<file path="config.mk">
export PLATFORM = sky130hd
export DESIGN_NAME = vit_resync_ctrl_322
export DESIGN_NICKNAME = d
export VERILOG_FILES = /design/src/rtl/vit322_pkg.sv /design/src/rtl/vit_win_judge_322.sv /design/src/rtl/vit_resync_ctrl_322.sv
export SDC_FILE = /design/constraint.sdc
export NUM_CORES = 1
export LEC_CHECK = 0
export CORE_MARGIN = 4
export CORE_UTILIZATION = 55
export CTS_BUF_LIST = sky130_fd_sc_hd__clkbuf_8
export DETAILED_ROUTE_END_ITERATION = 8
export PLACE_DENSITY = 0.83
export SLEW_MARGIN = 20
export SYNTH_ARGS = -nofsm -noshare
export SYNTH_HDL_FRONTEND = slang
export SYNTH_SLANG_ARGS = --single-unit
export TNS_END_PERCENT = 30
</file>
<file path="constraint.sdc">
create_clock -name clock -period 5 [get_ports clock]
set_input_delay 0.75 -clock clock [delete_from_list [all_inputs] [get_ports clock]]
set_output_delay 0.75 -clock clock [all_outputs]
set_load 0.005 [all_outputs]
</file>
<file path="src/rtl/vit322_pkg.sv">
// Shared types and constants for the (3,2,2) Viterbi node-sync controller.
package vit322_pkg;

  typedef enum logic [2:0] {
    ST_IDLE,
    ST_SETTLE,
    ST_MONITOR,
    ST_SLIP,
    ST_FLUSH
  } state_t;

  localparam int NUM_PHASES     = 3;
  localparam int DEF_WIN_LEN    = 32;
  localparam int DEF_ERR_THRESH = 4;
  localparam int DEF_FLUSH_CYC  = 8;
  localparam int DEF_SETTLE_CYC = 16;
  localparam int DEF_LOCK_WINS  = 4;
  localparam int SLIP_W         = 8;

  function automatic logic [1:0] next_phase(input logic [1:0] p);
    return (p == 2'(NUM_PHASES - 1)) ? 2'd0 : p + 2'd1;
  endfunction

endpackage

</file>
<file path="src/rtl/vit_win_judge_322.sv">
// Window symbol/error counters with end-of-window and fail strobes.
module vit_win_judge_322
  import vit322_pkg::*;
#(
  parameter int WIN_LEN    = DEF_WIN_LEN,
  parameter int ERR_THRESH = DEF_ERR_THRESH
) (
  input  logic clock,
  input  logic reset,
  input  logic active,
  input  logic we,
  input  logic error,
  output logic win_end,
  output logic win_fail
);

  localparam int WW = $clog2(WIN_LEN);
  localparam int EW = $clog2(ERR_THRESH + 1);

  logic [WW-1:0] win_cnt;
  logic [EW-1:0] err_cnt;
  logic          sym_err;
  logic [EW:0]   err_sum;

  assign sym_err  = active & we & error;
  assign err_sum  = {1'b0, err_cnt} + (EW+1)'(sym_err);
  assign win_end  = active & we & (win_cnt == WW'(WIN_LEN - 1));
  assign win_fail = win_end & (err_sum >= (EW+1)'(ERR_THRESH));

  always_ff @(posedge clock) begin
    if (reset || !active || win_end) begin
      win_cnt <= '0;
      err_cnt <= '0;
    end else if (we) begin
      win_cnt <= win_cnt + 1'b1;
      // saturate so a burst of errors can never wrap to a pass
      if (sym_err && (err_cnt < EW'(ERR_THRESH)))
        err_cnt <= err_cnt + 1'b1;
    end
  end

endmodule

</file>
<file path="src/rtl/vit_resync_ctrl_322.sv">
// Node-sync FSM: settle, judge windows, slip phase, flush decoder.
// Build option: define VIT_RESYNC_POL_EN to add the polarity hypothesis.
module vit_resync_ctrl_322
  import vit322_pkg::*;
#(
  parameter int WIN_LEN    = DEF_WIN_LEN,
  parameter int ERR_THRESH = DEF_ERR_THRESH,
  parameter int FLUSH_CYC  = DEF_FLUSH_CYC,
  parameter int SETTLE_CYC = DEF_SETTLE_CYC,
  parameter int LOCK_WINS  = DEF_LOCK_WINS
) (
  input  logic              clock,
  input  logic              reset,
  input  logic              enable,
  input  logic              we,
  input  logic              error,
  output logic [1:0]        phase,
  output logic              invert,
  output logic              flush,
  output logic              locked,
  output logic [SLIP_W-1:0] slip_cnt
);

  localparam int SW = $clog2(SETTLE_CYC + 1);
  localparam int FW = $clog2(FLUSH_CYC + 1);
  localparam int CW = $clog2(LOCK_WINS + 1);

  state_t        state;
  logic [SW-1:0] settle_cnt;
  logic [FW-1:0] flush_cnt;
  logic [CW-1:0] clean_cnt;
  logic          win_end;
  logic          win_fail;

  vit_win_judge_322 #(
    .WIN_LEN    (WIN_LEN),
    .ERR_THRESH (ERR_THRESH)
  ) u_judge (
    .clock    (clock),
    .reset    (reset),
    .active   (state == ST_MONITOR),
    .we       (we),
    .error    (error),
    .win_end  (win_end),
    .win_fail (win_fail)
  );

  always_ff @(posedge clock) begin
    if (reset) begin
      state      <= ST_IDLE;
      phase      <= '0;
      flush      <= 1'b0;
      locked     <= 1'b0;
      slip_cnt   <= '0;
      settle_cnt <= '0;
      flush_cnt  <= '0;
      clean_cnt  <= '0;
    end else if (!enable) begin
      // phase and slip history survive a disable
      state      <= ST_IDLE;
      flush      <= 1'b0;
      locked     <= 1'b0;
      settle_cnt <= '0;
      flush_cnt  <= '0;
      clean_cnt  <= '0;
    end else begin
      unique case (1'b1)
        (state == ST_IDLE): begin
          settle_cnt <= '0;
          flush_cnt  <= '0;
          clean_cnt  <= '0;
          state      <= ST_SETTLE;
        end
        (state == ST_SETTLE): begin
          if (we) begin
            if (settle_cnt == SW'(SETTLE_CYC - 1)) begin
              settle_cnt <= '0;
              state      <= ST_MONITOR;
            end else begin
              settle_cnt <= settle_cnt + 1'b1;
            end
          end
        end
        (state == ST_MONITOR): begin
          if (win_fail) begin
            clean_cnt <= '0;
            locked    <= 1'b0;
            state     <= ST_SLIP;
          end else if (win_end) begin
            if (clean_cnt < CW'(LOCK_WINS))
              clean_cnt <= clean_cnt + 1'b1;
            if (clean_cnt >= CW'(LOCK_WINS - 1))
              locked <= 1'b1;
          end
        end
        (state == ST_SLIP): begin
          phase <= next_phase(phase);
          if (slip_cnt != '1)
            slip_cnt <= slip_cnt + 1'b1;
          flush     <= 1'b1;
          flush_cnt <= '0;
          state     <= ST_FLUSH;
        end
        (state == ST_FLUSH): begin
          if (flush_cnt == FW'(FLUSH_CYC - 1)) begin
            flush     <= 1'b0;
            flush_cnt <= '0;
            state     <= ST_SETTLE;
          end else begin
            flush_cnt <= flush_cnt + 1'b1;
          end
        end
        default: state <= ST_IDLE;
      endcase
    end
  end

`ifdef VIT_RESYNC_POL_EN
  logic inv_q;

  always_ff @(posedge clock) begin
    if (reset)
      inv_q <= 1'b0;
    else if (enable && state == ST_SLIP && phase == 2'(NUM_PHASES - 1))
      inv_q <= ~inv_q;
  end

  assign invert = inv_q;
`else
  assign invert = 1'b0;
`endif

endmodule
</file>
==> images/util_map.png <==
Scale: 4 px per um. The die is cut into 6 by 6 equal tiles; dark purple is low, yellow is high, 0 to 100% covered.
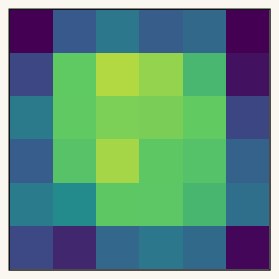
22% of the tiles are over 75% full. The fullest tile reaches 88%. 8.3% of the tiles are nearly empty. The emptiest ninth of the die: top right.
core area: 3078 um2
final core occ: 0.6585
floorplan core density: 0.5768

==> images/ff_map.png <==
Scale: 6 px per um. Other sequential cells in the stronger gray, the rest of the logic in the fainter gray.
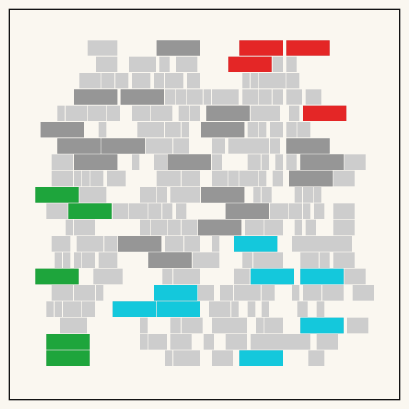
Key: `u_judge.win_cnt` = green [flops 5]; `flush_cnt` = red [flops 4]; `slip_cnt` = cyan [flops 8]
Another 18 sequential cells are not colored.

==> images/port_trees.png <==
Scale: 6 px per um.
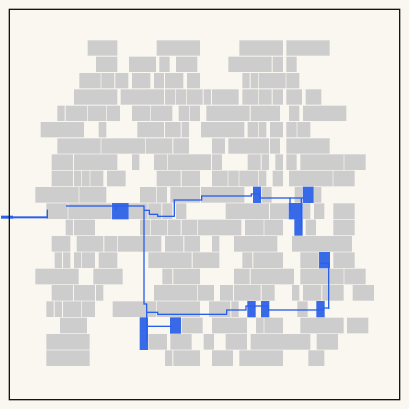
Key: `reset` = blue [bits 1, direction input, end cells 12, buffers 1, wire 129 um]

==> images/gates.png <==
Scale: 8 px per um.
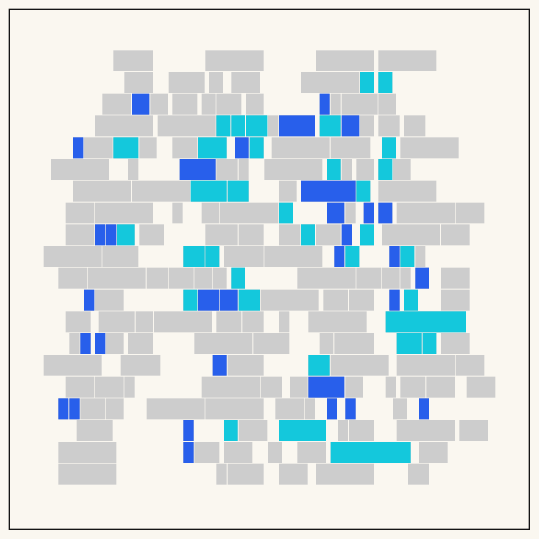
Key: nor cells = blue [cells 32]; aoi and oai cells = cyan [cells 34]

==> deck_impl_summary.md <==
Synthesis and Place & Route Summary

Outcome
  • Outcome: finished clean

Global route
  • Vias in the first global route: 1372
  • First-pass GRT wire length: 5871 um

Power
  • Clock Power Share: 0.389
  • Sw frac: 0.2230

Synth
  • Syn nets: around 200
  • Area share, top type: 0.3946
  • Most common cell in the synthesized netlist: dfxtp_1
  • Yosys stat area: between 1500 and 2000 um2
  • Post-Syn Area per Cell: 9.494 um2

Detailed routing
  • Initial DRC Count: approximately 110

Finish
  • Area grow syn2layout: 14.16%
  • Non-CTS buffers: 16
  • # clk buffers: 5
  • Top class by area: logic gates
  • Nonclk inv count: 4

Setup path
  • Worst Setup SP: enable
  • Critical setup path kind: in -> reg
  • R2R cell count: 3
  • Critical Path End Type: flop
  • CP max FO: 11

STA
  • RSZ-0062 raised after global routing: false

CTS
  • CTS Buffer Depth: 2

Placed design
  • PortBufs: 16
  • Placed cells: ~240

Worst hold path
  • Tightest Hold Check Type: reg -> reg
  • Hold Path Stages: 2
==> routing by layer <==
| layer | track usage | wire (um) | share of wire | up-vias |
|---|---|---|---|---|
| li1 | - | - | - | 701 |
| met1 | 0.1929 | 1489 | 0.43 | 670 |
| met2 | 0.3206 | 1739 | 0.50 | 27 |
| met3 | 0.05893 | 168 | 0.049 | 7 |
| met4 | 0.07652 | 53 | 0.015 | 0 |
| met5 | 0 | 0 | 0 | - |
==> cell families after synthesis <==
group	synth area share
DFF	0.3946
adders and majority gates	0.05638
muxes	0.03453
other	0.002112
xor gates and xnor gates	0.05426
AOI/OAI and AO/OA	0.1783
buffers and inverters	0.03382
and+or+nand+nor	0.2460
==> power groups by stage <==
stage               Combinational (uW)  Sequential (uW)  Clock (uW)
finish                            17.0              282         190
global route                      18.6              282         208
CTS                               16.9              282         196
detailed placement                16.8              288           0
global placement                  15.9              288           0
floorplan                         13.8              287           0
==> flip-flops by register name, indices dropped and copies added (netlist names), 2 cells and up <==
name,count
clean_cnt,3
phase,2
u_judge.win_cnt,5
slip_cnt,8
u_judge.err_cnt,3
flush_cnt,4
settle_cnt,5
state,3
==> metrics by stage <==
stage / util / total power (uW) / cell area, um2
floorplan: - / 300.6 / 1775
global placement: 0.6321 / 304.1 / 1946
detailed placement: 0.6321 / 305.0 / 1946
CTS: 0.6585 / 494.6 / 2027
global route: 0.6585 / 508.6 / 2027
finish: 0.6585 / 489.3 / 2027
==> critical path: stages <==
cell and delay (ns):
clkdlybuf4s50_1 0.48, nand4b_1 0.50, or4_1 0.70, a21oi_1 0.15
No activity file was given, so power comes from the tool's default toggle rates.
